File: src/rtl/stack_pkg.sv
// Shared definitions for the LIFO stack: default geometry and the
// operation encoding derived from the {push, pop} request pair.
package stack_pkg;

    localparam int DEFAULT_WIDTH = 8;
    localparam int DEFAULT_DEPTH = 8;

    // One operation per cycle; REPLACE is push and pop together.
    typedef enum logic [1:0] {
        OP_NONE    = 2'b00,
        OP_PUSH    = 2'b01,
        OP_POP     = 2'b10,
        OP_REPLACE = 2'b11
    } stack_op_t;

    // Map the raw request pair onto the operation encoding.
    function automatic stack_op_t decode_op(input logic push, input logic pop);
        stack_op_t op;
        case ({pop, push})
            2'b01:   op = OP_PUSH;
            2'b10:   op = OP_POP;
            2'b11:   op = OP_REPLACE;
            default: op = OP_NONE;
        endcase
        return op;
    endfunction

endpackage

File: src/rtl/stack_regfile.sv
// Storage for the LIFO: DEPTH x WIDTH register array, one synchronous
// write port and one asynchronous read port. Contents are never reset.
module stack_regfile #(
    parameter int WIDTH = 8,
    parameter int DEPTH = 8,
    parameter int AW    = $clog2(DEPTH)
) (
    input  logic             clk,
    input  logic             we,
    input  logic [AW-1:0]    waddr,
    input  logic [WIDTH-1:0] wdata,
    input  logic [AW-1:0]    raddr,
    output logic [WIDTH-1:0] rdata
);

    logic [WIDTH-1:0] mem [DEPTH];

    // Write the addressed entry; the controller only issues in-range addresses.
    always_ff @(posedge clk) begin
        if (we) begin
            mem[waddr] <= wdata;
        end
    end

    // Combinational read so the top of stack is visible without latency.
    assign rdata = mem[raddr];

endmodule

File: src/rtl/lifo_stack.sv
// Parametrised LIFO stack with occupancy count, full/empty flags,
// overflow/underflow pulses, combinational top peek, synchronous clear
// and replace-top on simultaneous push and pop.
module lifo_stack
    import stack_pkg::*;
#(
    parameter int WIDTH = DEFAULT_WIDTH,
    parameter int DEPTH = DEFAULT_DEPTH,
    parameter int CNT_W = $clog2(DEPTH + 1)
) (
    input  logic             clk,
    input  logic             reset,
    input  logic             clear,
    input  logic             push,
    input  logic             pop,
    input  logic [WIDTH-1:0] data_in,
    output logic [WIDTH-1:0] top,
    output logic [WIDTH-1:0] data_out,
    output logic             data_valid,
    output logic [CNT_W-1:0] count,
    output logic             empty,
    output logic             full,
    output logic             overflow,
    output logic             underflow
);

    localparam int AW = $clog2(DEPTH);

    logic [CNT_W-1:0] count_reg;
    logic [CNT_W-1:0] count_next;
    logic [WIDTH-1:0] data_out_reg;
    logic             data_valid_reg;
    logic             overflow_reg;
    logic             overflow_next;
    logic             underflow_reg;
    logic             underflow_next;
    logic             pop_load;

    logic             we;
    logic [AW-1:0]    waddr;
    logic [AW-1:0]    top_addr;
    logic [WIDTH-1:0] rdata;
    stack_op_t        op;

    assign op    = decode_op(push, pop);
    assign empty = (count_reg == '0);
    assign full  = (count_reg == CNT_W'(DEPTH));

    // Read address parks at entry 0 when empty so it never leaves the array.
    assign top_addr = empty ? '0 : AW'(count_reg - 1'b1);

    stack_regfile #(
        .WIDTH (WIDTH),
        .DEPTH (DEPTH),
        .AW    (AW)
    ) u_regfile (
        .clk   (clk),
        .we    (we),
        .waddr (waddr),
        .wdata (data_in),
        .raddr (top_addr),
        .rdata (rdata)
    );

    // Next-state decode: count, memory write, pop load and error pulses.
    always_comb begin
        count_next     = count_reg;
        we             = 1'b0;
        waddr          = AW'(count_reg);
        pop_load       = 1'b0;
        overflow_next  = 1'b0;
        underflow_next = 1'b0;
        if (clear) begin
            count_next = '0;
        end else begin
            case (op)
                OP_PUSH: begin
                    if (full) begin
                        overflow_next = 1'b1;
                    end else begin
                        we         = 1'b1;
                        count_next = count_reg + 1'b1;
                    end
                end
                OP_POP: begin
                    if (empty) begin
                        underflow_next = 1'b1;
                    end else begin
                        pop_load   = 1'b1;
                        count_next = count_reg - 1'b1;
                    end
                end
                OP_REPLACE: begin
                    we = 1'b1;
                    if (empty) begin
                        // Nothing to pop: the push still lands in entry 0.
                        underflow_next = 1'b1;
                        waddr          = '0;
                        count_next     = CNT_W'(1);
                    end else begin
                        // Old top goes out while the new word overwrites it.
                        pop_load = 1'b1;
                        waddr    = top_addr;
                    end
                end
                default: ;
            endcase
        end
    end

    // State register; reset clears count, output word and all pulses at once.
    always_ff @(posedge clk or posedge reset) begin
        if (reset) begin
            count_reg      <= '0;
            data_out_reg   <= '0;
            data_valid_reg <= 1'b0;
            overflow_reg   <= 1'b0;
            underflow_reg  <= 1'b0;
        end else begin
            count_reg      <= count_next;
            data_valid_reg <= pop_load;
            overflow_reg   <= overflow_next;
            underflow_reg  <= underflow_next;
            if (pop_load) begin
                data_out_reg <= rdata;
            end
        end
    end

    assign count      = count_reg;
    assign top        = empty ? '0 : rdata;
    assign data_out   = data_out_reg;
    assign data_valid = data_valid_reg;
    assign overflow   = overflow_reg;
    assign underflow  = underflow_reg;

endmodule

File: config.mk
export PLATFORM = sky130hd
export DESIGN_NAME = lifo_stack
export DESIGN_NICKNAME = d
export VERILOG_FILES = /design/src/rtl/stack_pkg.sv /design/src/rtl/stack_regfile.sv /design/src/rtl/lifo_stack.sv
export SDC_FILE = /design/constraint.sdc
export NUM_CORES = 1
export LEC_CHECK = 0
export ABC_AREA = 1
export CAP_MARGIN = 40
export CORE_ASPECT_RATIO = 0.7
export CORE_MARGIN = 2
export CORE_UTILIZATION = 40
export CTS_BUF_LIST = sky130_fd_sc_hd__clkbuf_2
export CTS_CLUSTER_SIZE = 40
export DETAILED_ROUTE_END_ITERATION = 8
export GPL_ROUTABILITY_DRIVEN = 0
export PLACE_DENSITY = 0.65
export SLEW_MARGIN = 20
export SYNTH_ARGS = -nofsm -noshare
export SYNTH_HDL_FRONTEND = slang
export SYNTH_SLANG_ARGS = --single-unit
File: constraint.sdc
create_clock -name clk -period 4.9 [get_ports clk]
set_input_delay 0.98 -clock clk [delete_from_list [all_inputs] [get_ports clk]]
set_output_delay 0.98 -clock clk [all_outputs]
set_load 0.005 [all_outputs]
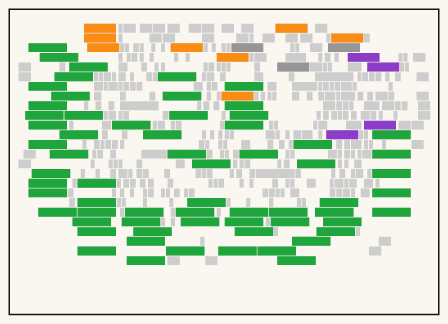
**Above:** run 1 (sequential cells colored by netlist name).
- purple: count (flops 4; where upper right)
- orange: data_out (flops 8)
- green: u_regfile.mem (flops 64)

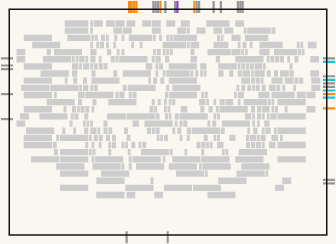
**Above:** run 1 (I/O pins on the die edge).
Pins as bars across the die edge, other pins in gray.
- purple: reset (pins 1; direction input; edge top)
- orange: top (pins 8; direction output; edge 6 top, 2 right)
- cyan: count (pins 4; direction output; edge right)
- all pins by edge: 19 top, 12 right, 5 left, 2 bottom

==> Changelog: implementation, run 1 <==
## Implementation

* Die Ht at 85.4 µm
* Pleak at ~1.8 nW
* Most common logic cell in the routed design: nand2_1
* Distinct cell type count after synthesis at 29
* Setup CP Type: flip-flop to output port
* Worst-margin pin slew at approximately 0.80 ns
* Worst Setup SP: count[0]$_DFFE_PP0P_
* Fin. max-slew vios at 0
* Placed wire-length estimate at 6260 µm
* Final cycle utilization of the critical path at a little over four fifths
* Fin. Hold Viols at 0
* CTS Sinks at between 70 and 80
* First-pass GRT wire length at around 14000 µm
* YS chip area at 3780 µm²
* Comb power frac at between 30% and 40%
* Clk_skew at 0.0343 ns
* Status: finished, final reports clean
* Crit Path Max Fanout at 38
* R2r setup slk at 1.71 ns
* Total grt overflow at 0
* Seq pwr share at 39.6%
* Xor+xnor area frac at less than 1%
* Max FFs per register at approximately 64
* Layout cell share with drive strength beyond 1 at between 9 and 10%
* Post-synthesis cell area at roughly 3800 µm²
* CTS tree: done
* DR vias at around 2700
* Critical path startpoint category: flip-flop
* WP data arrival at around 3.2 ns
* Port bufs at 37
* Layout net count at 420
* Synth mux share at 0%
* Cts bufs inserted at 9
* Pwr Total at about 2.1 mW
* DRC viols at 0
* Yosys cell count at roughly 370
* Post-CTS sizing at 0
* Clk pin slew, worst setup/hold paths at 0.22 ns
* Rows at 29
* Yosys warns at 0
* Final setup viols at 0
* Worst EP required at 3.92 ns
* Final WL at 8770 µm
* Switching share of power at a little over a third
* Mean area per synthesized cell at between 10 and 15 µm²
* Latency at later pin at around 0.55 ns
* Pin count of the biggest net entering global routing at about 54
* Placed cells at ~520
* Int Pwr at 1.32 mW
* Pre-antenna DRT Iters at 5
* Most instantiated logic cells after routing: nand2_1, edfxtp_1, nand3_1
* Final non-filler cell total at roughly 540
* Max Freq at roughly 240 MHz
* Initial DRC Count at ~330
* Path depth of the worst reg2reg path at 9
* Pwr dens at 477 nW/µm²
* And+or+nand+nor area frac at 27.3%
* Relative max-transition margin at a little under half
* Hold WC Path Type: flip-flop to flip-flop
* Post-layout min period at 4.14 ns
* Max IR drop VDD at about 0.00023 V
* Tool warnings at 27
* Initial Util at between 40% and 50%
* Hold Crit Start: data_out[6]$_DFFE_PP0P_
* DR vias/cell at 5.06
* Setup_tns at 0 ns
* Total of max-cap violations at 0
* R2r startpoint: count[0]$_DFFE_PP0P_
* Hold Slack at approximately 0.5 ns
* Net Count, Synth at about 390
* FF-to-FF End: u_regfile.mem[2][7]$_DFFE_PP_
* P_sw at roughly 740 µW
* DIE WIDTH at between 100 and 150 µm
* RSZ-0062 raised after global routing: no
* I/O pins at 38
* Tot GR Track Use at between 10% and 20%
* ANT nets after route at 0
* Register share after synthesis at 60.7%
* Layout fillers at 843
* WL per Instance at around 16 µm
* CTS Buffer Depth at 2
* Core area at between 9000 and 10000 µm²
* Clock Tree Root: clkbuf_2
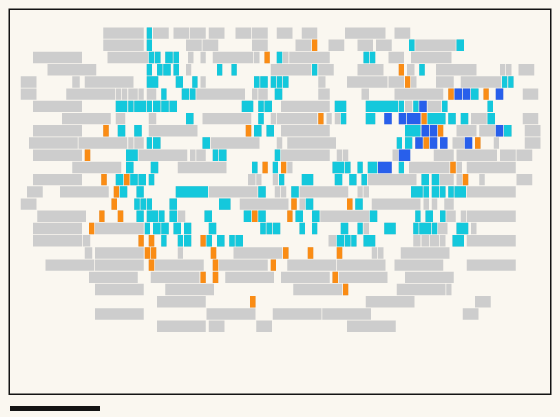
**Above:** run 1 (logic cells by family).
The bar under the picture is 20 µm long.
- blue: inverting AOI/OAI gates (cells 16; most used o21ai_0)
- cyan: NAND gates (cells 154; most used nand2_1)
- orange: inverters (cells 46; most used inv_1)

[run 1: layer usage]
metal  GRT usage (%)  up-vias  part of all wire (%)
met5               0        -                     0
met1            27.0     1303                    48
met3            4.97       13                   6.5
met4            5.39        0                   1.5
li1                -     1297                     -
met2            27.1       93                    43
[run 1: cell families after synthesis]
logic type               after synthesis
AND/OR/NAND/NOR                      211
flip-flops                            79
buffers and inverters                 61
AND-OR/OR-AND                         16
XOR/XNOR                               2
adder cells (fa/ha/maj)                2
[run 1: power by group through the flow]
stage	Clock, mW	Combinational (mW)	Sequential [mW]
after global routing	0.478	0.894	0.823
after global placement	0	0.794	0.831
after floorplan	0	0.556	0.828
final	0.440	0.808	0.817
after CTS	0.452	0.805	0.817
after detailed placement	0	0.803	0.832
[run 1: through the flow]
step,instance area (µm²),util [%],worst slack [ns]
finish,4330,47.3,0.762
global route,4320,47.3,0.510
CTS,4320,47.3,0.727
detailed placement,4170,45.6,1.40
global placement,4170,45.6,1.36
floorplan,3780,-,2.03
[run 1: worst max-delay path by stage]
stage                     depth (start not counted)                             to
final                                            10                         top[1]
after global routing                             10                         top[6]
after CTS                                        10                         top[1]
after detailed placement                         10                         top[1]
after global placement                            8  u_regfile.mem[7][0]$_DFFE_PP_
after floorplan                                  11                         top[1]
[run 1: cells in the mapped netlist]
cell / number / share of area (%)
a21boi_0: 1 / 0.20
a21oi_1: 3 / 0.40
a21oi_2: 1 / 0.23
buf_12: 2 / 1.1
buf_2: 1 / 0.13
buf_6: 8 / 2.4
clkbuf_1: 4 / 0.40
dfrtp_1: 15 / 9.9
edfxtp_1: 64 / 51
ha_1: 2 / 0.66
inv_1: 41 / 4.1
inv_2: 5 / 0.50
nand2_1: 69 / 6.8
nand2_2: 1 / 0.17
nand2_4: 1 / 0.30
nand2_8: 2 / 1.1
nand2b_1: 1 / 0.17
nand3_1: 62 / 8.2
nand3_2: 1 / 0.26
nand3b_1: 17 / 3.4
nor2_1: 43 / 4.3
nor2_2: 10 / 1.7
nor2_4: 1 / 0.30
nor3_1: 2 / 0.26
nor3_4: 1 / 0.43
o21ai_0: 10 / 1.3
o21ai_2: 1 / 0.23
xnor2_1: 1 / 0.23
xor2_1: 1 / 0.23
[run 1: final cells by class]
cell class	count	area (µm²)	area share [%]
diodes	1	2.50	0.0578
repair buffers	38	378	8.73
clock buffers	9	45.0	1.04
clock inverters	7	111	2.57
flip-flops and latches	79	2300	53.1
well taps	124	155	3.59
multi-input cells	231	1160	26.9
inverters	46	173	3.99
[run 1: critical path, cell delays in order, from the launching register on]
cell and delay (ns):
dfrtp_1 0.50, inv_2 0.06, ha_1 0.27, nand2_4 0.41, nand2_8 0.27, nor2_1 0.16, nand2_1 0.12, nand3_1 0.15
nand2_1 0.06, nor2_1 0.08, clkdlybuf4s50_1 0.51
==> run 1 -> run 2 <==
- PLACE_DENSITY: 0.65 -> 0.68
- clock period: 4.9 -> 3.55 ns (I/O delays scaled with it)
==> run 2 against run 1 <==
  * Clock-buffer cell count did not move
  * Wire length is 2.5% higher
  * Sequential power up 38%
  * First-iteration DRC count up 27%
  * Critical path type unchanged
  * Flip-flop count is the same
  * Via count up 4.5%
  * Worst hold slack worse by 0.020 ns
  * Largest cell class unchanged
  * Register-to-register slack got worse by 0.74 ns
  * Critical path depth shrank 1
  * Clock power hardly changed
  * Global-route usage decreased by 0.84 points
  * Final cell count grew 2.6%
==> Changelog: implementation, run 2 <==
## Implementation

* Status: finished, final reports clean
* Setup_tns at 0 ns (unchanged)
* DRC viols at 0 (unchanged)
* Mean area per synthesized cell at 10.2 µm² (unchanged)
* Pleak at 1.83 nW (+4.2%)
* Pre-antenna DRT Iters at 5 (unchanged)
* Final non-filler cell total at 549 (+2.6%)
* Initial DRC Count at 412 (+27%)
* Layout net count at 435 (+3.6%)
* DIE WIDTH at 120 µm (unchanged)
* Crit Path Max Fanout at 16 (-58%)
* Total grt overflow at 0 (unchanged)
* Antenna cells at 0 (-1)
* Max Freq at approximately 290 MHz
* Synth area leader: edfxtp_1
* Placed wire-length estimate at 5940 µm (-5.1%)
* First-pass GRT wire length at 13500 µm (-3.8%)
* DR vias at 2827 (+4.5%)
* CTS Sinks at 79 (unchanged)
* FFs w/ async S/R, synth at 19.0% (unchanged)
* Area contributors post-synth: edfxtp_1, dfrtp_1, nand3_1
* Tot GR Track Use at 17.6% (-0.84 points)
* Final cycle utilization of the critical path at 98.4%
* Setup WS pre-CTS at 0.531 ns (-0.864 ns)
* Clk pin slew, worst setup/hold paths at 0.23 ns (about the same)
* Post-synthesis cell area at 3780 µm² (unchanged)
* Hold WC Path Type: input pin to asynchronous set/reset pin
* Clock Tree Root: clkbuf_2
* Clk_skew at 0.0198 ns (-0.0145 ns)
* Max FFs per register at 64 (unchanged)
* Placed cells at 529 (+2.1%)
* Yosys warns at 0 (unchanged)
* WL per Instance at 16.4 µm (-0.10%)
* Pwr dens at 631 nW/µm² (+32%)
* Initial Util at 41.4% (unchanged)
* Post-synth top cells: nand2_1, edfxtp_1, nand3_1
* Xor+xnor area frac at 0.463% (unchanged)
* CP max stage delay at 0.53 ns (+0.02 ns)
* Worst EP required at 2.84 ns (-1.08 ns)
* Pin count of the biggest net entering global routing at 54 (unchanged)
* Worst-margin pin slew at 0.596 ns (-0.208 ns)
* CTS tree: done
* Setup CP Type: flip-flop to output port
* Synth mux share at 0% (unchanged)
* Most instantiated logic cells after routing: nand2_1, edfxtp_1, nand3_1
* RSZ-0062 raised after global routing: yes
* Net Count, Synth at 386 (unchanged)
* Total of max-cap violations at 0 (unchanged)
* Final WL at 8990 µm (+2.5%)
* DR vias/cell at 5.15 (+1.8%)
* ANT nets after route at 0 (unchanged)
* Pwr Total at 2.81 mW (+36%)
* CTS Buffer Depth at 2 (unchanged)
* Fin. Hold Viols at 0 (unchanged)
* Final setup viols at 0 (unchanged)
-- run 2: cell families (layout without fill, tap and decap cells) --
group           after synthesis  count (layout)
buf+inv                      61             112
flops                        79              79
simple gates                211             214
compound gates               16              16
fa+ha+maj                     2               2
xor+xnor                      2               2
-- run 2: repair_timing --
item                       4_1_cts  5_1_grt
setup endpoints to repair        8        8
resized                          4       12
cloned                           0        3
pin swaps                        1        2
buffers inserted                 0        1
-- run 2: final timing paths --
check | startpoint | end | slack [ns] | cells after the start
hold reg to reg | data_out[1]$_DFFE_PP0P_ | data_out[1]$_DFFE_PP0P_ | 0.51 | 2
setup reg to reg | count[0]$_DFFE_PP0P_ | u_regfile.mem[4][3]$_DFFE_PP_ | 0.97 | 11
hold / removal | reset | data_out[5]$_DFFE_PP0P_ | 0.48 | 2
min in group clk | data_out[1]$_DFFE_PP0P_ | data_out[1]$_DFFE_PP0P_ | 0.51 | 2
max in group asynchronous | reset | count[0]$_DFFE_PP0P_ | 2.65 | 2
setup / recovery | count[1]$_DFFE_PP0P_ | top[1] | 0.06 | 9
-- run 2: through the flow --
stage                     utilization, %  hold slack, ns
after detailed placement            46.5           0.466
after global routing                48.7           0.512
after floorplan                        -           0.473
after global placement              46.5           0.466
final                               48.7           0.483
after CTS                           47.9           0.459
-- run 2: final cells by class --
class,count,area (µm²)
multi-input cells,234,1240
clock buffers,9,45.0
fillers,843,4690
clock inverters,7,55.1
inverters,46,176
repair buffers,50,484
flip-flops and latches,79,2300
well taps,124,155
-- run 2: report_power, final --
group / internal (mW) / switching (mW)
Sequential: 1.08 / 0.0433
Clock: 0.0994 / 0.339
Combinational: 0.493 / 0.751
Total: 1.68 / 1.13
-- run 2: per-layer routing --
layer	global-route usage (%)	routed length (µm)	vias up
met3	4.70	641	10
met5	0	0	-
met2	26.8	4000	113
met4	5.50	94	0
li1	-	-	1333
met1	24.9	4250	1371
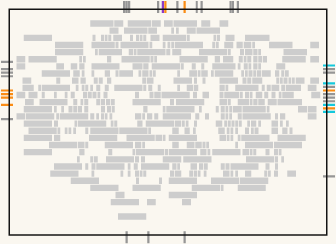
**Above:** run 2 (I/O pins on the die edge).
Pins as bars across the die edge, other pins in gray.
port bufs: 37
Die Ht: 85.4 µm

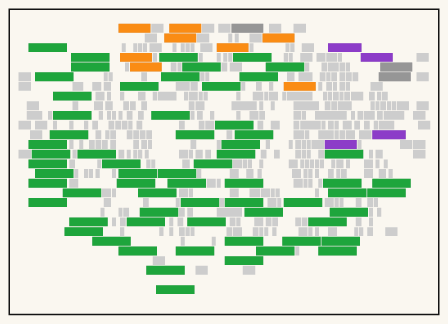
**Above:** run 2 (sequential cells colored by netlist name).
- green: u_regfile.mem (flops 64)
- orange: data_out (flops 8)
- purple: count (flops 4)
- not colored: 3

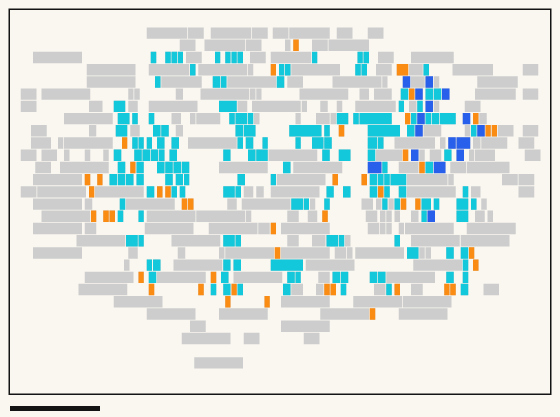
**Above:** run 2 (logic cells by family).
The bar under the picture is 20 µm long.
- blue: inverting AOI/OAI gates (cells 16; most used o21ai_0)
- orange: inverters (cells 46; most used inv_1)
- cyan: NAND gates (cells 157; most used nand2_1)

==> run 2 -> run 3 <==
- CORE_ASPECT_RATIO: 0.7 -> 1.5
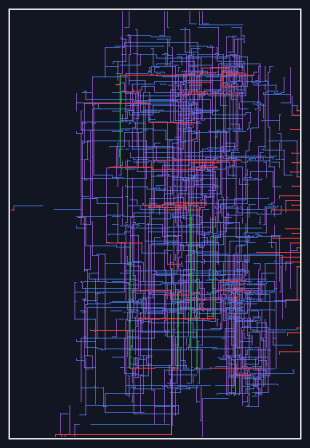
**Above:** run 3 (routed metal, one color a layer).
- purple: metal 2 (wire length 4660 µm)
- blue: metal 1 (wire length 3510 µm)
- red: metal 3 (wire length 495 µm)
- green: metal 4 (wire length 267 µm)

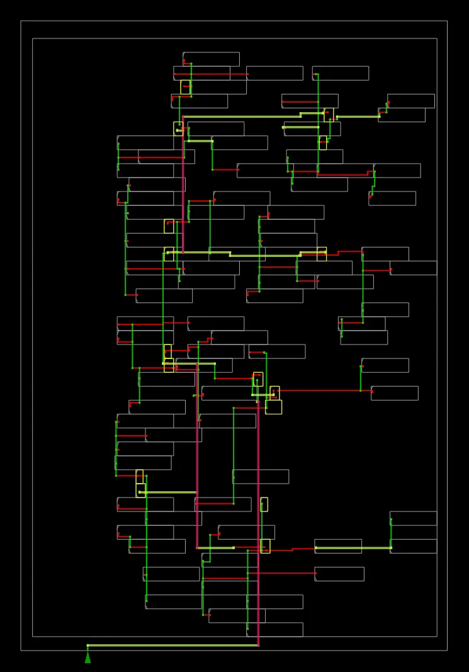
**Above:** run 3 (the clock network).
Latency at later pin: 0.54 ns
cts bufs inserted: 9

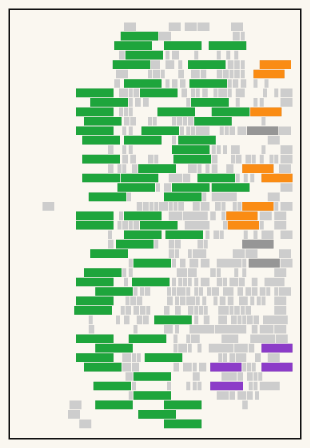
**Above:** run 3 (sequential cells colored by netlist name).
- green: u_regfile.mem (flops 64)
- orange: data_out (flops 8)
- purple: count (flops 4; where lower right)

==> run 3 against run 2 <==
  * Via count is 1.7% lower
  * Highest routed layer unchanged
  * Largest power group unchanged
  * Global-route usage is 0.066 points lower
  * Critical path type unchanged
  * Worst hold slack better by 0.0086 ns
==> Changelog: implementation, run 3 <==
## Implementation

* Crit Path Max Fanout at 10 (-6)
* Most instantiated logic cells after routing: nand2_1, edfxtp_1, nand3_1
* P_sw at 1.11 mW (-2.3%)
* Die Ht at 123 µm (+44%)
* CTS Sinks at 79 (unchanged)
* CTS tree: done
* CTS Buffer Depth at 2 (unchanged)
* Port bufs at 37 (unchanged)
* Antenna cells at 0 (unchanged)
* Clock Tree Root: clkbuf_2
* Mean area per synthesized cell at 10.2 µm² (unchanged)
* Setup CP Type: flip-flop to output port
* Fin util at 48.5% (-0.23 points)
* Placed wire-length estimate at 5420 µm (-8.8%)
* FFs w/ async S/R, synth at 19.0% (unchanged)
* Total of max-cap violations at 0 (unchanged)
* Setup_tns at 0 ns (unchanged)
* Int Pwr at 1.74 mW (+3.6%)
* WL per Instance at 16.6 µm (+1.2%)
* First-pass GRT wire length at 13700 µm (+0.97%)
* Final WL at 8930 µm (-0.65%)
* Post-synth top cells: nand2_1, edfxtp_1, nand3_1
* Tot GR Track Use at 17.6% (-0.066 points)
* Initial Util at 40.9% (-0.49 points)
* Net Count, Synth at 386 (unchanged)
* CP max stage delay at 0.51 ns (-0.02 ns)
* Max Freq at 292 MHz (+2.1%)
* Pwr dens at 634 nW/µm² (+0.49%)
* Area contributors post-synth: edfxtp_1, dfrtp_1, nand3_1
* Clock power share at 13.6% (-2.0 points)
* Status: finished, final reports clean
* Yosys warns at 0 (unchanged)
* Layout net count at 437 (+0.46%)
* DRC viols at 0 (unchanged)
* Hold Slack at 0.491 ns (+0.00857 ns)
* Initial DRC Count at 212 (-49%)
* Pre-antenna DRT Iters at 5 (unchanged)
* DIE WIDTH at 83.4 µm (-31%)
* Switching share of power at 39.0% (-1.4 points)
* Max FFs per register at 64 (unchanged)
==> run 3: cell counts after synthesis <==
Identical to the previous run, type by type.
==> run 3: per-layer routing <==
layer / global-route usage [%] / wire [µm] / vias up
met4: 8.57 / 266 / 0
met3: 4.41 / 495 / 18
met2: 29.7 / 4660 / 105
met5: 0 / 0 / -
met1: 21.0 / 3510 / 1319
li1: - / - / 1337
==> run 3: worst paths after layout <==
path	cells after the start	slack, ns	from	to
max	9	0.13	count[1]$_DFFE_PP0P_	top[7]
max reg2reg	10	0.68	count[2]$_DFFE_PP0P_	u_regfile.mem[4][0]$_DFFE_PP_
min reg2reg	2	0.51	data_out[6]$_DFFE_PP0P_	data_out[6]$_DFFE_PP0P_
min in group clk	2	0.51	data_out[6]$_DFFE_PP0P_	data_out[6]$_DFFE_PP0P_
min	2	0.49	reset	count[2]$_DFFE_PP0P_
max in group asynchronous	2	2.66	reset	count[0]$_DFFE_PP0P_
==> run 3: kinds of logic (layout without fill, tap and decap cells) <==
| family | after synthesis | in the layout | share of synthesized area (%) |
|---|---|---|---|
| DFF | 79 | 79 | 60.7 |
| xor gates and xnor gates | 2 | 2 | 0.463 |
| AOI/OAI and AO/OA | 16 | 16 | 2.38 |
| adders and majority gates | 2 | 2 | 0.661 |
| and+or+nand+nor | 211 | 216 | 27.3 |
| buffers and inverters | 61 | 112 | 8.53 |
==> run 3: through the flow <==
step / instances / worst slack [ns] / power (mW)
finish: 539 / 0.131 / 2.84
global route: 539 / -0.00901 / 3.03
CTS: 530 / 0.0199 / 2.70
detailed placement: 512 / 0.315 / 2.24
global placement: 512 / 0.340 / 2.23
floorplan: 371 / 0.954 / 1.91
==> run 3: timing repair <==
item                       in CTS  in global routing
setup buffers                   0                  6
setup endpoints to repair       8                  8
gates cloned                    2                  3
resized                         6                  6
pin swaps                       2                  4
hold buffers                    0                  0
==> run 3: power groups by stage <==
stage	Combinational (mW)	Clock [mW]	Sequential [mW]
after CTS	1.17	0.402	1.13
after floorplan	0.767	0	1.14
after global placement	1.09	0	1.14
after global routing	1.45	0.440	1.14
after detailed placement	1.10	0	1.15
final	1.33	0.386	1.13
==> run 3: area by class of cell <==
| cell class | instances | area [µm²] |
|---|---|---|
| inverters | 46 | 179 |
| repair buffers | 50 | 524 |
| flip-flops and latches | 79 | 2300 |
| multi-input cells | 236 | 1260 |
| well taps | 112 | 140 |
| clock inverters | 5 | 23.8 |
| fillers | 834 | 4770 |
| clock buffers | 11 | 55.1 |
Power and IR drop assume default switching activity.
